==> src/rtl/async_fifo_pkg.sv <==
// Pointer helpers shared by the read- and write-side controllers of the async FIFO.
// Pointers carry one extra wrap bit above the RAM address (see ptr_w).
package async_fifo_pkg;

  localparam int PTR_MAX_W = 16;

  function automatic int ptr_w(input int addr_w);
    return addr_w + 1;
  endfunction

  function automatic logic [PTR_MAX_W-1:0] bin2gray(input logic [PTR_MAX_W-1:0] b);
    return b ^ (b >> 1);
  endfunction

  function automatic logic [PTR_MAX_W-1:0] gray2bin(input logic [PTR_MAX_W-1:0] g);
    logic [PTR_MAX_W-1:0] b;
    b[PTR_MAX_W-1] = g[PTR_MAX_W-1];
    for (int i = PTR_MAX_W - 2; i >= 0; i--) begin
      b[i] = b[i+1] ^ g[i];
    end
    return b;
  endfunction

endpackage

==> src/rtl/rd_out_buf.sv <==
// Two-entry output FIFO between the registered RAM read port and the valid/ready stream.
// Push and pop may coincide; the head entry stays stable until it is popped.
module rd_out_buf
  import async_fifo_pkg::*;
#(
  parameter int DATA_W = 8
) (
  input  logic              clk,
  input  logic              rst,
  input  logic              push,
  input  logic              pop,
  input  logic [DATA_W-1:0] din,
  output logic [DATA_W-1:0] dout,
  output logic [1:0]        cnt
);

  logic [DATA_W-1:0] r_mem [2];
  logic              r_wr_ptr;
  logic              r_rd_ptr;
  logic [1:0]        r_cnt;
  logic              w_push;
  logic              w_pop;

  // Guards keep the entry count consistent even if a caller misbehaves.
  assign w_pop  = pop && (r_cnt != 2'd0);
  assign w_push = push && ((r_cnt != 2'd2) || w_pop);

  always_ff @(posedge clk or posedge rst) begin
    if (rst) begin
      r_mem[0] <= '0;
      r_mem[1] <= '0;
      r_wr_ptr <= 1'b0;
      r_rd_ptr <= 1'b0;
      r_cnt    <= 2'd0;
    end else begin
      if (w_push) begin
        r_mem[r_wr_ptr] <= din;
        r_wr_ptr        <= ~r_wr_ptr;
      end
      if (w_pop) begin
        r_rd_ptr <= ~r_rd_ptr;
      end
      r_cnt <= r_cnt + {1'b0, w_push} - {1'b0, w_pop};
    end
  end

  assign dout = r_mem[r_rd_ptr];
  assign cnt  = r_cnt;

endmodule

==> src/rtl/async_fifo_rd_ctrl.sv <==
// Read-domain controller of the async FIFO: occupancy from the synced Gray write pointer,
// RAM read sequencing, 2-entry output buffer, and the Gray read pointer for the write side.
module async_fifo_rd_ctrl
  import async_fifo_pkg::*;
#(
  parameter int ADDR_W    = 3,
  parameter int DATA_W    = 8,
  parameter int AE_THRESH = 1
) (
  input  logic              clk,
  input  logic              rst,
  input  logic [ADDR_W:0]   wptr_gray_sync,
  output logic [ADDR_W:0]   rptr_gray,
  output logic              ren,
  output logic [ADDR_W-1:0] raddr,
  input  logic [DATA_W-1:0] rdata_mem,
  output logic              m_valid,
  input  logic              m_ready,
  output logic [DATA_W-1:0] m_data,
  output logic              empty,
  output logic              almost_empty,
  output logic              err
);

  localparam int PTR_W = ptr_w(ADDR_W);
  localparam int DEPTH = 2 ** ADDR_W;
  localparam int TOT_W = PTR_W + 2;

  logic [PTR_W-1:0]     r_rbin;
  logic [PTR_W-1:0]     r_rptr_gray;
  logic                 r_inflight;
  logic                 r_err;

  logic [PTR_MAX_W-1:0] w_wbin_ext;
  logic [PTR_MAX_W-1:0] w_rgray_ext;
  logic [PTR_W-1:0]     w_wbin;
  logic [PTR_W-1:0]     w_rd_count;
  logic [PTR_W-1:0]     w_rbin_nxt;
  logic [TOT_W-1:0]     w_total;
  logic [2:0]           w_occ;
  logic [1:0]           w_buf_cnt;
  logic                 w_pop;
  logic                 w_err_cond;
  logic                 w_ren;

  always_comb begin
    w_wbin_ext  = gray2bin(PTR_MAX_W'(wptr_gray_sync));
    w_wbin      = w_wbin_ext[PTR_W-1:0];
    w_rd_count  = w_wbin - r_rbin;
    w_err_cond  = w_rd_count > PTR_W'(DEPTH);
    w_pop       = m_valid & m_ready;
    // Slots committed to the buffer after this edge; pop frees one in the same cycle.
    w_occ       = {1'b0, w_buf_cnt} + {2'b00, r_inflight} - {2'b00, w_pop};
    w_ren       = (w_rd_count != '0) && !w_err_cond && (w_occ < 3'd2);
    w_rbin_nxt  = r_rbin + PTR_W'(1);
    w_rgray_ext = bin2gray(PTR_MAX_W'(w_rbin_nxt));
    w_total     = TOT_W'(w_rd_count) + TOT_W'(w_buf_cnt) + TOT_W'(r_inflight);
  end

  always_ff @(posedge clk or posedge rst) begin
    if (rst) begin
      r_rbin      <= '0;
      r_rptr_gray <= '0;
      r_inflight  <= 1'b0;
      r_err       <= 1'b0;
    end else begin
      r_inflight <= w_ren;
      if (w_ren) begin
        r_rbin      <= w_rbin_nxt;
        r_rptr_gray <= w_rgray_ext[PTR_W-1:0];
      end
      if (w_err_cond) begin
        r_err <= 1'b1;
      end
    end
  end

  // RAM data lands the cycle after ren and is pushed at that edge.
  rd_out_buf #(
    .DATA_W (DATA_W)
  ) u_out_buf (
    .clk  (clk),
    .rst  (rst),
    .push (r_inflight),
    .pop  (w_pop),
    .din  (rdata_mem),
    .dout (m_data),
    .cnt  (w_buf_cnt)
  );

  assign m_valid      = (w_buf_cnt != 2'd0);
  assign ren          = w_ren;
  assign raddr        = r_rbin[ADDR_W-1:0];
  assign rptr_gray    = r_rptr_gray;
  assign err          = r_err;
  assign empty        = (w_rd_count == '0) && (w_buf_cnt == 2'd0) && !r_inflight;
  assign almost_empty = (w_total <= TOT_W'(AE_THRESH));

endmodule

==> config.mk <==
export PLATFORM = sky130hd
export DESIGN_NAME = async_fifo_rd_ctrl
export DESIGN_NICKNAME = d
export VERILOG_FILES = /design/src/rtl/async_fifo_pkg.sv /design/src/rtl/rd_out_buf.sv /design/src/rtl/async_fifo_rd_ctrl.sv
export SDC_FILE = /design/constraint.sdc
export NUM_CORES = 1
export LEC_CHECK = 0
export CORE_ASPECT_RATIO = 1.2
export CORE_UTILIZATION = 56
export CTS_BUF_LIST = sky130_fd_sc_hd__clkbuf_4
export CTS_CLUSTER_DIAMETER = 80
export DETAILED_ROUTE_END_ITERATION = 10
export PLACE_DENSITY = 0.87
export SLEW_MARGIN = 20
export SYNTH_ARGS = -nofsm -noshare
export SYNTH_HDL_FRONTEND = slang
export SYNTH_SLANG_ARGS = --single-unit
==> constraint.sdc <==
create_clock -name clk -period 8.5 [get_ports clk]
set_clock_uncertainty 0.15 [all_clocks]
set_input_delay 1.275 -clock clk [delete_from_list [all_inputs] [get_ports clk]]
set_output_delay 1.275 -clock clk [all_outputs]
set_load 0.02 [all_outputs]
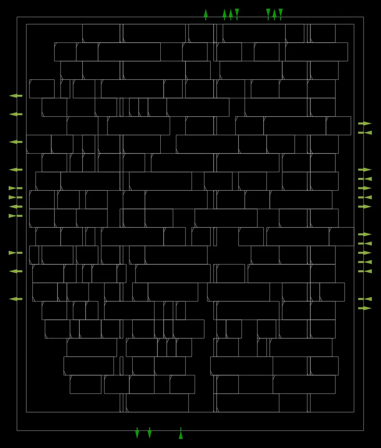
Figure 1: placed standard cells.
post-route insts no fill: 199
core region area: 2760 um^2
filler cell count: 207
final standard cell utilization of the core: 0.747
flip-flops: 29

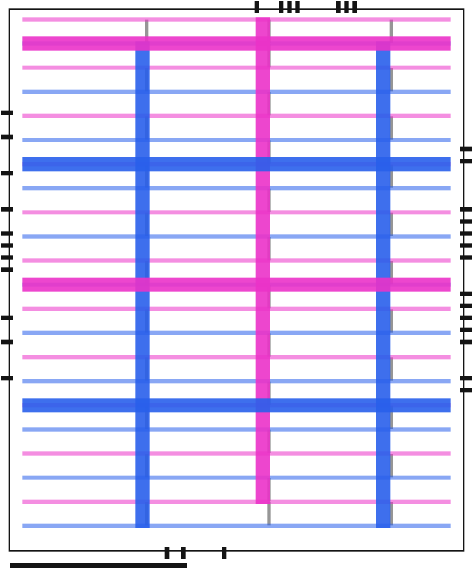
Figure 2: floorplan with the power grid.
The bar under the picture is 20 um long. Pins as bars on the die edge. Tap cells in gray.
legend:
  blue:
    net: VSS
  magenta:
    net: VDD
signal pins: 35
tap cells: 34
rows: 21
met5 straps: 4

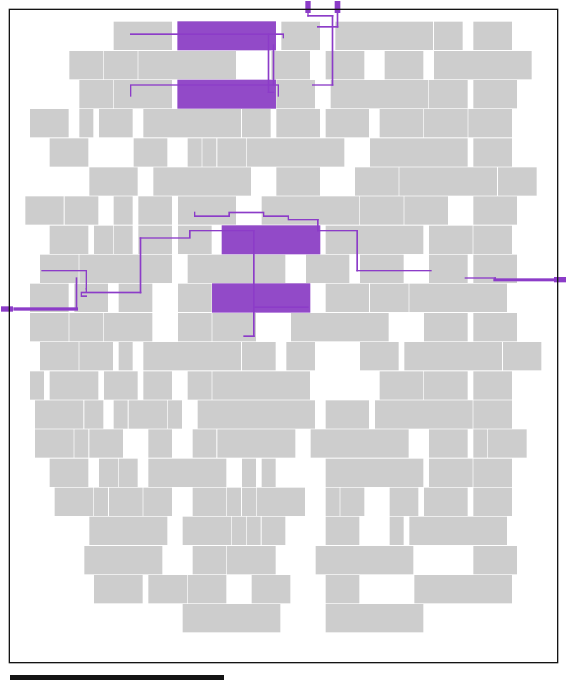
Figure 3: wires at chosen ports, followed through buffers.
The bar under the picture is 20 um long.
legend:
  purple:
    port: rptr_gray
    bits: 4
    direction: output
    edge: 2 north, 1 east, 1 west
    end_cells: 4
    buffers: 4
    wire: 144 um

==> summary.txt <==
Figures from the flow reports.

Cells and area:
- The run gives the ratio of cells with drive above 1 in the final layout as 0.242.
- The run gives the final standard cell area without fillers as 2060 um^2.
- For this run, the script counts the antenna cells in the layout as 0.
- The run gives the most frequent logic cell in the layout as sky130_fd_sc_hd__clkdlybuf4s50_1.
- Ranked by total area, the top cell class in this layout is multi-input combinational cells.
- Of all the cell area in the finished design, non-clock buffers hold 0.165.
- The run puts the synthesis-to-layout area growth at 27.4%.
- The run puts the share of cell area taken by multi-input logic gates at 0.404.
- The run puts the number of nets in the finished design at 191.
- The run puts the sequential portion of the cell area at 0.352.
- The run gives the multi-input combinational cell area as 833 um^2.
- Clock buffers in the final layout number 6.
- The run gives the non-clock inverter total of the final layout as 11.
- The run puts the flip-flop and latch area at 726 um^2.
- The number of multi-input combinational cells in the layout is 83.
- The run gives the number of non-clock buffers as 34.
- Per the cell usage report, the commonest logic cells after layout are sky130_fd_sc_hd__clkdlybuf4s50_1 (34), sky130_fd_sc_hd__dfrtp_1 (29), sky130_fd_sc_hd__mux2_2 (25), sky130_fd_sc_hd__xnor2_1 (11), sky130_fd_sc_hd__inv_1 (10).
- The fraction of final cell area spent on clock buffers and inverters in this run is 0.0382.
- The run gives the number of flip-flops under the largest register name as 16.

Critical path:
- The signal on the critical path passes through clkdlybuf4s50_1, xor2_1, xnor2_1, xor2_1, ha_1, fa_1, inv_1, ha_1, a2111oi_0, a21oi_1, nor3_1, clkdlybuf4s50_1.
- The run gives the critical path arrival as 4.79 ns.
- The run gives the number of buffer and inverter stages on the critical path as 3.
- For this design, the slowest cell found on the critical path is sky130_fd_sc_hd__clkdlybuf4s50_1.
- The kind of cell with the highest combined delay along the critical path is buffers and inverters.
- The run puts the maximum net fanout on the critical path at 3.
- The run gives the critical path endpoint category as a primary output.
- The worst-case reg-to-reg setup slack stands at 5.60 ns.
- The worst setup path is launched from a primary input.
- The run gives the delay of the slowest cell on the worst path as 0.63 ns.
- The critical path is of the primary input to primary output type.
- At the worst endpoint, the required time is 7.07 ns.

Logic synthesis:
- The run puts the chip area line of the yosys report at 1620 um^2.
- Counting every net in the synthesized netlist gives 153.
- The cell-mix breakdown from Yosys lists the compound-gate area share as 0.0301.
- The run puts the gate count after technology mapping at 126.
- In the Yosys report the total cell count is 126.
- Per the synthesis report, the simple-gate share of the synthesized area is 0.0541.
- The most frequently used library cell after synthesis is sky130_fd_sc_hd__dfrtp_1.
- Yosys attributes the largest share of cell area to sky130_fd_sc_hd__dfrtp_1 (45%), sky130_fd_sc_hd__mux2_2 (17%), sky130_fd_sc_hd__ha_1 (6.2%), sky130_fd_sc_hd__xnor2_1 (6.0%), sky130_fd_sc_hd__fa_1 (4.9%).
- The run gives the number of synthesized register bits as 29.
- The run puts the number of flops mapped to enable cells by yosys at 0.
- In the synthesized netlist, the cells that appear most often are sky130_fd_sc_hd__dfrtp_1 (29), sky130_fd_sc_hd__mux2_2 (25), sky130_fd_sc_hd__inv_1 (11), sky130_fd_sc_hd__xnor2_1 (11).
- Of the post-synthesis cell area, the dominant cell type holds 0.448.
- The run gives the most area-hungry cell type in the Yosys netlist as sky130_fd_sc_hd__dfrtp_1.
- In this run the cell area of the synthesized design comes to 1620 um^2.
- For reference, the mux area share after synthesis is 0.202.
- A synthesized cell averages 12.8 um^2.
- The run gives the synthesis warning total as 0.
- The run puts the async set-or-reset flop fraction in the synthesized netlist at 1.00.
- Among the non-sequential cells, multiplexers take the most area.
- In this run, the synthesized area fraction spent on xor and xnor cells is recorded as 0.117.

Drt:
- The run gives the wire length on met3 as 175 um.
- The run puts the number of antenna-violating nets in the routed design at 0.
- The run puts the routed metal-1 wirelength at 1220 um.
- Per the detail_route report, the via count comes to 1064.
- The DRC violation total left in the routed layout is recorded as 0.
- The script logs the ratio of routed vias to standard cells as 5.35.
- The run puts the first-pass iteration count of the detailed router at 4.
- Summed over all nets, wire length on met2 after detailed routing comes to 1540 um.

Global route:
- The run puts the initial antenna violation count at 0.
- The layer flagged by global routing as most heavily used is met2.
- Entering global routing, the biggest net connects 30 pins.
- The run puts the global-route wire length before repair at 4870 um.
- The run puts the number of global-route vias before repair at 1123.
- For this run, the total global-route usage over all layers was measured as 0.226.
- The run puts the met2 track demand over resource at 0.393.
- The run gives the overall overflow remaining after global route as 0.
- The run gives the met3 track demand over resource in global routing as 0.0902.
- The run puts the met1 track utilization from global routing at 0.231.

Power and ir drop:
- Across the VDD grid, the largest voltage drop is 0.313 mV.
- The run puts the total chip power at 957 uW.

Die:
- The run puts the boundary pin count at 35.
- The run puts the die area at 3110 um^2.
- The run gives the site row count as 21.
- The run gives the number of well-tap cells placed as 34.
- The run gives the die height as 60.9 um.
- The run gives the fraction of the core area occupied by cells at floorplan as 0.587.
- The run puts the die width at 51.1 um.

Timing:
- The run gives the final tally of max-slew violations as 0.
- The run gives the final tally of hold violations as 0.
- The run gives the worst max-slew margin expressed relative to the limit as 0.513.
- The run puts the transition time at the pin with the least slew margin at 0.729 ns.
- The final timing report gives a worst setup slack of 2.28 ns.

Place:
- The run gives the post-detailed-placement half-perimeter wirelength as 2250 um.
- After its last routability iteration, the placer logged a weighted congestion of 0.782.
- Summing all placed instances gives a cell area of 1980 um^2.
- The run gives the count of buffers from port buffering as 34.
- The run gives the number of instances in the placed design as 191.
- Per the post-place timing report, worst setup slack is 2.29 ns.

Clocking:
- The run puts the count of cells resized by post-cts repair at 0.
- The run gives the CTS H-tree depth as 2.
- The run gives the clock tree root driver cell as sky130_fd_sc_hd__clkbuf_4.
- The run gives the number of buffers created by CTS as 5.
- The run puts the clock latency at the later pin of the worst-skew pair at 0.33 ns.
- The run puts the clock transition time at the flip-flop clock pins of the worst setup and hold paths at 0.09 ns.
- The run gives the number of buffers added for setup after CTS as 0.
- The run puts the number of buffers inserted for hold repair after clock tree synthesis at 0.
- Counting every sink on the clock net gives 29.

Flow run:
- The number of warnings reported in the stage logs is 28.

Hold path:
- The tightest min-delay check is of the flip-flop to flip-flop type.

Run status:
- The run finished with clean final reports.
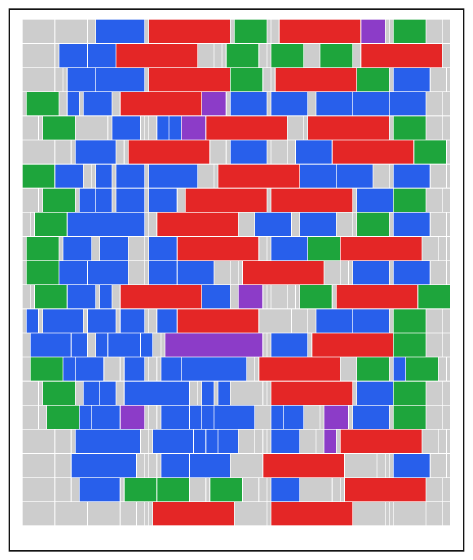
Figure 4: cells colored by class.
Fill, decap, tap and diode cells in gray.
legend:
  green:
    class: other buffers and delay cells
    cells: 34
    share_of_their_area: 17%
  purple:
    class: clock drivers and dummy loads
    cells: 8
    share_of_their_area: 3.9%
  blue:
    class: all other logic
    cells: 94
    share_of_their_area: 43%
  red:
    class: flops
    cells: 29
    share_of_their_area: 36%

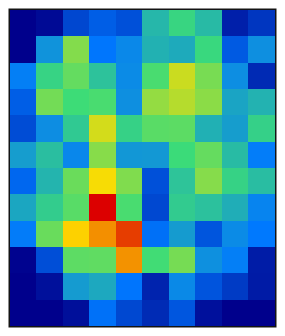
Figure 5: signal metal coverage by tile.
10 x 12 tiles, from dark blue (low) to red (high), scaled to the fullest tile. Values are wire area over tile area, all layers added.
mean over tiles: 0.16
fullest tile: 0.44
nearly empty tiles: 6.7%

power by group:
part           leakage [nW]  total [mW]  internal [mW]  switching [mW]
sequential            0.346       0.271          0.206          0.0649
combinational         0.519       0.572          0.310           0.262
clock                0.0433       0.114         0.0644          0.0491
total                 0.909       0.957          0.581           0.376
worst paths after layout:
check                              startpoint                  end  cells after the start
setup / recovery            wptr_gray_sync[3]         almost_empty                     12
hold / removal             u_out_buf.r_wr_ptr   u_out_buf.r_wr_ptr                      1
setup reg to reg             u_out_buf.cnt[1]         rptr_gray[1]                     11
hold reg to reg            u_out_buf.r_wr_ptr   u_out_buf.r_wr_ptr                      1
max in group asynchronous                 rst  u_out_buf.r_mem[11]                      2
min in group asynchronous                 rst   u_out_buf.r_mem[2]                      2
No activity file was given, so power comes from the tool's default toggle rates.
